### Gate-type map

(6 px per um)
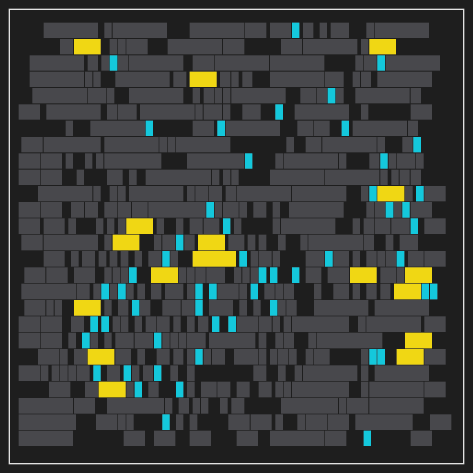
### M3 wires

(4 px per um)
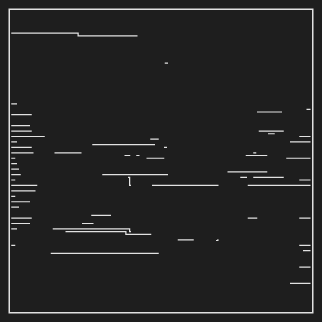
### Cells by drive strength

(6 px per um)
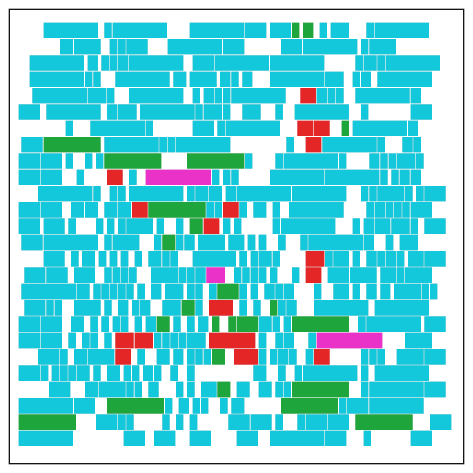
==> config.mk <==
export PLATFORM = sky130hd
export DESIGN_NAME = mode_sequencer_flat
export DESIGN_NICKNAME = d
export VERILOG_FILES = /design/src/rtl/traffic_pkg.sv /design/src/rtl/mode_sequencer_if.sv /design/src/rtl/button_debounce.sv /design/src/rtl/mode_sequencer.sv /design/src/flat_wrapper.sv
export SDC_FILE = /design/constraint.sdc
export NUM_CORES = 1
export LEC_CHECK = 0
export ABC_AREA = 1
export ABC_CLOCK_PERIOD_IN_PS = 5100
export CORE_UTILIZATION = 59
export CTS_BUF_LIST = sky130_fd_sc_hd__clkbuf_4
export CTS_CLUSTER_SIZE = 10
export DETAILED_ROUTE_END_ITERATION = 10
export PLACE_DENSITY_LB_ADDON = 0.12
export REMOVE_ABC_BUFFERS = 1
export SLEW_MARGIN = 5
export SYNTH_ARGS = -nofsm -noshare
export SYNTH_HDL_FRONTEND = slang
export SYNTH_SLANG_ARGS = --single-unit
==> constraint.sdc <==
create_clock -name clk -period 5.1 [get_ports clk]
set_clock_uncertainty 0.05 [all_clocks]
set_input_delay 1.02 -clock clk [delete_from_list [all_inputs] [get_ports clk]]
set_output_delay 1.02 -clock clk [all_outputs]
set_load 0.02 [all_outputs]
==> src/rtl/traffic_pkg.sv <==
// Shared traffic-light types and constants: mode one-hot encodings, FSM states,
// default committed durations and the config-commit validity check.
package traffic_pkg;

  localparam int unsigned TIME_W = 7;

  localparam logic [2:0] AUTO_EN   = 3'b100;
  localparam logic [2:0] CONFIG_EN = 3'b010;
  localparam logic [2:0] MANUAL_EN = 3'b001;

  localparam logic [TIME_W-1:0] GREEN_DEF  = TIME_W'(25);
  localparam logic [TIME_W-1:0] YELLOW_DEF = TIME_W'(5);
  localparam logic [TIME_W-1:0] RED_DEF    = TIME_W'(30);
  localparam logic [TIME_W-1:0] TIME_MAX   = TIME_W'(99);

  typedef enum logic [1:0] {
    ST_AUTO   = 2'd0,
    ST_MANUAL = 2'd1,
    ST_CONFIG = 2'd2,
    ST_CLEAR  = 2'd3
  } mode_state_e;

  typedef struct packed {
    logic [TIME_W-1:0] green;
    logic [TIME_W-1:0] red;
    logic [TIME_W-1:0] yellow;
  } time_set_t;

  localparam time_set_t TIME_DEF = '{green: GREEN_DEF, red: RED_DEF, yellow: YELLOW_DEF};

  // Nonzero, within range, and red must equal green + yellow without 7-bit wrap.
  function automatic logic commit_valid(input time_set_t t);
    logic [TIME_W:0] sum;
    sum = {1'b0, t.green} + {1'b0, t.yellow};
    return (t.green != '0) && (t.red != '0) && (t.yellow != '0) &&
           (t.green <= TIME_MAX) && (t.red <= TIME_MAX) && (t.yellow <= TIME_MAX) &&
           (sum == {1'b0, t.red});
  endfunction

  function automatic logic [2:0] mode_en_of(input mode_state_e s);
    case (s)
      ST_AUTO:   return AUTO_EN;
      ST_MANUAL: return MANUAL_EN;
      ST_CONFIG: return CONFIG_EN;
      default:   return 3'b000;
    endcase
  endfunction

endpackage

==> src/rtl/mode_sequencer_if.sv <==
// Button, proposed-time and mode/commit status bundle between the board side
// (master) and the mode sequencer (slave).
interface mode_sequencer_if;
  import traffic_pkg::*;

  logic              tick;
  logic              btn_mode;
  logic              btn_config;
  logic              btn_confirm;
  logic [TIME_W-1:0] green_mod;
  logic [TIME_W-1:0] red_mod;
  logic [TIME_W-1:0] yellow_mod;
  logic [2:0]        mode_en;
  logic              all_red;
  logic [TIME_W-1:0] green_time;
  logic [TIME_W-1:0] red_time;
  logic [TIME_W-1:0] yellow_time;
  logic              commit_ok;
  logic              commit_err;

  modport master (
    output tick, btn_mode, btn_config, btn_confirm, green_mod, red_mod, yellow_mod,
    input  mode_en, all_red, green_time, red_time, yellow_time, commit_ok, commit_err
  );

  modport slave (
    input  tick, btn_mode, btn_config, btn_confirm, green_mod, red_mod, yellow_mod,
    output mode_en, all_red, green_time, red_time, yellow_time, commit_ok, commit_err
  );

endinterface

==> src/rtl/button_debounce.sv <==
// Two-flop synchronizer, steady-level debounce and rising-edge press pulse.
// Raw edge to press pulse is DEB_CYCLES+3 clk cycles.
module button_debounce #(
  parameter int unsigned DEB_CYCLES = 16
) (
  input  logic clk,
  input  logic reset,
  input  logic raw,
  output logic press
);

  localparam int unsigned CNT_W = (DEB_CYCLES > 1) ? $clog2(DEB_CYCLES) : 1;
  localparam logic [CNT_W-1:0] CNT_LAST = CNT_W'((DEB_CYCLES > 0) ? DEB_CYCLES - 1 : 0);

  logic [1:0]       sync;
  logic [CNT_W-1:0] cnt;
  logic             level;
  logic             level_d;

  // Accept a new level only after it differs for DEB_CYCLES consecutive cycles.
  always_ff @(posedge clk or posedge reset) begin
    if (reset) begin
      sync    <= 2'b00;
      cnt     <= '0;
      level   <= 1'b0;
      level_d <= 1'b0;
      press   <= 1'b0;
    end else begin
      sync    <= {sync[0], raw};
      level_d <= level;
      press   <= level & ~level_d;
      if (sync[1] != level) begin
        if (cnt == CNT_LAST) begin
          level <= sync[1];
          cnt   <= '0;
        end else begin
          cnt <= cnt + CNT_W'(1);
        end
      end else begin
        cnt <= '0;
      end
    end
  end

endmodule

==> src/rtl/mode_sequencer.sv <==
// AUTO/CONFIG/MANUAL mode FSM with all-red clearance and validated time commits.
// Optional CONFIG inactivity timeout: define MODE_SEQ_CFG_TIMEOUT_EN.
module mode_sequencer
  import traffic_pkg::*;
#(
  parameter int unsigned DEB_CYCLES  = 16,
  parameter int unsigned CLEAR_TICKS = 3
`ifdef MODE_SEQ_CFG_TIMEOUT_EN
  ,
  parameter int unsigned CFG_TIMEOUT = 30
`endif
) (
  input logic             clk,
  input logic             reset,
  mode_sequencer_if.slave bus
);

  localparam int unsigned CLR_W = (CLEAR_TICKS > 0) ? $clog2(CLEAR_TICKS + 1) : 1;
  localparam logic [CLR_W-1:0] CLR_LOAD = CLR_W'(CLEAR_TICKS);

  logic mode_p, cfg_p, conf_p;
  logic timeout_c;

  mode_state_e      state_q, state_d, target_q, target_d;
  logic [CLR_W-1:0] clr_q, clr_d;
  time_set_t        times_q, times_d, proposal;
  logic [2:0]       mode_en_q, mode_en_d;
  logic             all_red_q, all_red_d;
  logic             ok_q, ok_d, err_q, err_d;

  button_debounce #(.DEB_CYCLES(DEB_CYCLES)) u_deb_mode (
    .clk(clk), .reset(reset), .raw(bus.btn_mode), .press(mode_p)
  );
  button_debounce #(.DEB_CYCLES(DEB_CYCLES)) u_deb_config (
    .clk(clk), .reset(reset), .raw(bus.btn_config), .press(cfg_p)
  );
  button_debounce #(.DEB_CYCLES(DEB_CYCLES)) u_deb_confirm (
    .clk(clk), .reset(reset), .raw(bus.btn_confirm), .press(conf_p)
  );

  assign proposal = '{green: bus.green_mod, red: bus.red_mod, yellow: bus.yellow_mod};

`ifdef MODE_SEQ_CFG_TIMEOUT_EN
  localparam int unsigned IDLE_W = (CFG_TIMEOUT > 0) ? $clog2(CFG_TIMEOUT + 1) : 1;
  logic [IDLE_W-1:0] idle_q;

  // Inactivity ticks while in CONFIG; any press or leaving CONFIG restarts it.
  always_ff @(posedge clk or posedge reset) begin
    if (reset) begin
      idle_q <= '0;
    end else if (state_q != ST_CONFIG || mode_p || cfg_p || conf_p) begin
      idle_q <= '0;
    end else if (bus.tick && !timeout_c) begin
      idle_q <= idle_q + IDLE_W'(1);
    end
  end

  assign timeout_c = (idle_q == IDLE_W'(CFG_TIMEOUT));
`else
  assign timeout_c = 1'b0;
`endif

  always_ff @(posedge clk or posedge reset) begin
    if (reset) begin
      state_q   <= ST_AUTO;
      target_q  <= ST_AUTO;
      clr_q     <= '0;
      times_q   <= TIME_DEF;
      mode_en_q <= AUTO_EN;
      all_red_q <= 1'b0;
      ok_q      <= 1'b0;
      err_q     <= 1'b0;
    end else begin
      state_q   <= state_d;
      target_q  <= target_d;
      clr_q     <= clr_d;
      times_q   <= times_d;
      mode_en_q <= mode_en_d;
      all_red_q <= all_red_d;
      ok_q      <= ok_d;
      err_q     <= err_d;
    end
  end

  always_comb begin
    state_d  = state_q;
    target_d = target_q;
    clr_d    = clr_q;
    times_d  = times_q;
    ok_d     = 1'b0;
    err_d    = 1'b0;

    case (state_q)
      ST_AUTO: begin
        if (mode_p) begin
          state_d  = ST_CLEAR;
          target_d = ST_MANUAL;
          clr_d    = CLR_LOAD;
        end else if (cfg_p) begin
          state_d  = ST_CLEAR;
          target_d = ST_CONFIG;
          clr_d    = CLR_LOAD;
        end
      end
      ST_MANUAL: begin
        if (mode_p) begin
          state_d  = ST_CLEAR;
          target_d = ST_AUTO;
          clr_d    = CLR_LOAD;
        end
      end
      ST_CONFIG: begin
        // Commit is evaluated even when the exit press lands in the same cycle.
        if (conf_p) begin
          if (commit_valid(proposal)) begin
            times_d = proposal;
            ok_d    = 1'b1;
          end else begin
            err_d = 1'b1;
          end
        end
        if (cfg_p || timeout_c) begin
          state_d  = ST_CLEAR;
          target_d = ST_AUTO;
          clr_d    = CLR_LOAD;
        end
      end
      ST_CLEAR: begin
        if (clr_q == '0) begin
          state_d = target_q;
        end else if (bus.tick) begin
          clr_d = clr_q - CLR_W'(1);
        end
      end
      default: state_d = ST_AUTO;
    endcase

    mode_en_d = mode_en_of(state_d);
    all_red_d = (state_d == ST_CLEAR);
  end

  assign bus.mode_en     = mode_en_q;
  assign bus.all_red     = all_red_q;
  assign bus.green_time  = times_q.green;
  assign bus.red_time    = times_q.red;
  assign bus.yellow_time = times_q.yellow;
  assign bus.commit_ok   = ok_q;
  assign bus.commit_err  = err_q;

endmodule

==> src/flat_wrapper.sv <==
// flat-port wrapper written by rule: the top's interface ports become plain ports
module mode_sequencer_flat import traffic_pkg::*;
#(
  parameter int unsigned DEB_CYCLES  = 16,
  parameter int unsigned CLEAR_TICKS = 3

)
  (clk, reset, bus_tick, bus_btn_mode, bus_btn_config, bus_btn_confirm, bus_green_mod, bus_red_mod, bus_yellow_mod, bus_mode_en, bus_all_red, bus_green_time, bus_red_time, bus_yellow_time, bus_commit_ok, bus_commit_err);
  mode_sequencer_if bus_i ();
  input logic clk;
  input logic reset;
  input wire logic [$bits(bus_i.tick)-1:0] bus_tick;
  input wire logic [$bits(bus_i.btn_mode)-1:0] bus_btn_mode;
  input wire logic [$bits(bus_i.btn_config)-1:0] bus_btn_config;
  input wire logic [$bits(bus_i.btn_confirm)-1:0] bus_btn_confirm;
  input wire logic [$bits(bus_i.green_mod)-1:0] bus_green_mod;
  input wire logic [$bits(bus_i.red_mod)-1:0] bus_red_mod;
  input wire logic [$bits(bus_i.yellow_mod)-1:0] bus_yellow_mod;
  output wire logic [$bits(bus_i.mode_en)-1:0] bus_mode_en;
  output wire logic [$bits(bus_i.all_red)-1:0] bus_all_red;
  output wire logic [$bits(bus_i.green_time)-1:0] bus_green_time;
  output wire logic [$bits(bus_i.red_time)-1:0] bus_red_time;
  output wire logic [$bits(bus_i.yellow_time)-1:0] bus_yellow_time;
  output wire logic [$bits(bus_i.commit_ok)-1:0] bus_commit_ok;
  output wire logic [$bits(bus_i.commit_err)-1:0] bus_commit_err;
  assign bus_i.tick = bus_tick;
  assign bus_i.btn_mode = bus_btn_mode;
  assign bus_i.btn_config = bus_btn_config;
  assign bus_i.btn_confirm = bus_btn_confirm;
  assign bus_i.green_mod = bus_green_mod;
  assign bus_i.red_mod = bus_red_mod;
  assign bus_i.yellow_mod = bus_yellow_mod;
  assign bus_mode_en = bus_i.mode_en;
  assign bus_all_red = bus_i.all_red;
  assign bus_green_time = bus_i.green_time;
  assign bus_red_time = bus_i.red_time;
  assign bus_yellow_time = bus_i.yellow_time;
  assign bus_commit_ok = bus_i.commit_ok;
  assign bus_commit_err = bus_i.commit_err;
  mode_sequencer #(.DEB_CYCLES(DEB_CYCLES), .CLEAR_TICKS(CLEAR_TICKS)) u_core (.clk(clk), .reset(reset), .bus(bus_i));
endmodule
==> flow_metrics.py <==
# Auto-generated metrics
metrics = {
    "status": {
        "status": "completed",
    },
    "detailed_routing": {
        "ant_nets": 0,
        "drt_iter0_markers": 129,
        "routedWlPerCell_um": 12.91,
        "drt_pass1_iterations": 4,
    },
    "global_routing": {
        "first_global_vias": 2524,
        "grt_max_degree": 34,
        "grt_overflow": 0,
        "grt_usage_pct": 25.86,
        "antenna_found_initial": 0,
        "grt_pass1_wl_mm": 10.81,
    },
    "pwr": {
        "swShare_pct": 34.50,
        "comb_power_share_pct": 30.7,
        "p_switching_uw": 463.9,
        "p_seq_share_pct": 40.7,
        "peakVddDrop_uv": 188.4,
        "pwr_density_cell_nw_per_um2": 343.9,
        "total_power_mw": 1.345,
        "leakagePower_nw": 2.039,
    },
    "final_timing": {
        "tightest_slew_ps": 699.9,
        "slew_viol_final": 0,
        "setup_violations": 0,
        "finalHoldViolCount": 0,
        "slew_headroom_pct": 53.29,
        "post-route-period-util_pct": 64.74,
        "max_freq_mhz": 302.9,
        "rsz0062_at_grt": "false",
        "tns_ps": 0,
        "fin_crit_ps": 3302,
    },
    "logic_synthesis": {
        "flop_cell": "dfrtp_1",
        "yosys_area_um2": 3186,
        "edf_count": 0,
        "topCellsByArea": "dfrtp_1 (39%), nand2_1 (13%), dfstp_2 (8.2%), ha_1 (6.3%), inv_1 (5.7%)",
        "ys_seq_share_pct": 47.53,
        "ys_cells": 384,
        "async_flop_share_pct": 100.0,
        "yosys_warnings": 0,
        "synthTopCellsByCount": "nand2_1 (108), dfrtp_1 (50), inv_1 (48)",
        "yosys.area.top_type": "dfrtp_1",
        "synth.distinct_cells": 34,
        "ys_ff": 60,
        "synthCells": 384,
        "netlist_area_um2": 3186,
        "most_common_cell": "nand2_1",
    },
    "clock_tree": {
        "post_cts_buffers": 0,
        "clk_path_buf_depth": 2,
        "ctsResizeCount": 0,
        "clkLatencyLatePin_ps": 390,
        "clockRootBuffer": "clkbuf_4",
        "numCtsBuffers": 9,
        "clk_pin_slew_ps": 110,
        "clock-sinks": 60,
    },
    "setup_path": {
        "cpMostUsedCell": "nand2_1",
        "cp.arrival_ps": 3530,
        "crit_chain": "clkdlybuf4s50_1 -> ha_1 -> nand3_1 -> nand3_1 -> nand2_1 -> nand2_1 -> nand2_1 -> nand2_1 -> nand2_1 -> nand2_2 -> nand4_4 -> nand2_1 -> nand2_1",
        "rrSetupSlack_ps": 2650,
        "crit_type": "in -> reg",
        "cp_max_fo": 22,
        "r2r_end": "u_core.bus.green_time[1]",
        "worstPathRequired_ps": 5330,
        "endpoint_kind": "flop",
        "startpoint": "bus_yellow_mod[1]",
        "r2r_cells": 7,
        "critical-path-max-stage-delay_ps": 530,
    },
    "cells_and_area": {
        "drive_gt1_share_pct": 9.865,
        "fin_cells": 516,
        "n_antenna_cell": 0,
        "syn2layout_area_growth_pct": 22.74,
    },
    "floorplan": {
        "io_pins": 54,
        "die_area_um2": 5697,
        "die_w_um": 75.48,
        "die-height_um": 75.48,
        "core_um2": 5140,
    },
    "placement": {
        "placed_cells": 500,
        "io_buffer_count": 53,
        "hpwl_mm": 4.915,
        "gp_congestion": 0.8553,
    },
    "hold_path": {
        "worstHoldPathCells": 0,
        "worstHoldStart": "u_core.u_deb_config.sync[0]",
    },
    "job": {
        "warnings": 29,
        "drv_cap": 0,
    },
}
Notes on 'Gate-type map' above:
[inverters] cyan | cells: 53
[adder and majority cells] yellow | cells: 17 | where: widely spread

Notes on 'M3 wires' above:
longest straight run: 26.7 um
wire length on this layer: 331 um
nets with wire on the layer: 52
final WL: 6.659 mm
met3 usage: 5.026%
via count: 2723

Notes on 'Cells by drive strength' above:
[drive 2] green | cells: 24 | share: 5.4% | most used: dfstp_2
[drive 1 or less] cyan | cells: 402 | share: 90% | most used: nand2_1
[drive 6 and up] magenta | cells: 3 | share: 0.67% | most used: bufinv_16
[drive 3 to 4] red | cells: 17 | share: 3.8% | most used: clkbuf_4

==> layout make-up <==
cell class,count,area [um2]
multi-input combinational,263,1405
clock buffer,9,67.56
clock inverter,7,98.84
timing repair buffer,54,538.0
inverter,53,198.9
sequential,60,1514
fill,412,1230
tap,70,87.58
==> worst max-delay path, delay by kind of cell <==
kind	cells	cell delay, ps
adder cells (fa/ha/maj)	1	340
buffers and inverters	1	530
AND/OR/NAND/NOR	11	1630
==> cells by family after synthesis <==
group           count (synthesis)  synth area share, %
fa+ha+maj                      17                6.913
simple gates                  207                29.26
buf+inv                        61                8.366
flops                          60                47.53
compound gates                 30                5.460
xor+xnor                        9                2.475
==> layer usage <==
layer  global-route usage (%)  share of wire [%]  vias to the layer above
met2                    44.25                 49                       84
met3                    5.026                5.0                       12
met4                    11.73                1.8                        0
met1                    31.85                 44                     1290
met5                        0                  0                        -
li1                         -                  -                     1337
==> power by group through the flow <==
stage	Combinational [mW]	Clock, mW	Sequential, mW
3_5_place_dp	0.407	0	0.556
6_report	0.413	0.385	0.547
3_3_place_gp	0.390	0	0.553
2_1_floorplan	0.270	0	0.568
5_1_grt	0.463	0.414	0.554
4_1_cts	0.411	0.394	0.547
==> worst min-delay path by stage <==
stage	end	slack, ps
floorplan	u_core.u_deb_config.sync[1]	280
global placement	u_core.u_deb_confirm.sync[1]	280
detailed placement	u_core.u_deb_config.sync[1]	280
CTS	u_core.u_deb_config.sync[1]	310
global route	u_core.u_deb_config.sync[1]	320
finish	u_core.u_deb_config.sync[1]	310
==> flip-flops by register name (all words and copies together), names as in the netlist, 3 cells and up <==
name,count
u_core.bus.red_time,7
u_core.bus.mode_en,3
u_core.u_deb_confirm.cnt,4
u_core.bus.yellow_time,7
u_core.u_deb_config.cnt,4
u_core.bus.green_time,7
u_core.u_deb_mode.cnt,4
==> through the flow <==
step / hold WS, ps / util [%] / instance area [um2]
final: 308.9 / 76.07 / 3910
after global routing: 317.3 / 76.07 / 3910
after CTS: 310.1 / 76.07 / 3910
after detailed placement: 284.7 / 72.83 / 3744
after global placement: 282.5 / 72.83 / 3744
after floorplan: 281.2 / - / 3118
==> layout by cell type, fill, tap and decap left out, types with 2 or more instances in the layout <==
cell type / instances
a21oi_1: 11
and2_1: 3
bufinv_16: 2
clkbuf_4: 9
clkdlybuf4s50_1: 53
clkinv_4: 2
dfrtp_1: 50
dfstp_2: 10
ha_1: 16
inv_1: 47
inv_2: 5
nand2_1: 108
nand2_2: 5
nand3_1: 15
nand3_2: 2
nand3b_1: 2
nand4_1: 22
nor2_1: 44
nor2_4: 2
o21ai_0: 10
o311ai_0: 2
o31ai_1: 2
xnor2_1: 2
xor2_1: 7
Power and IR drop assume default switching activity.
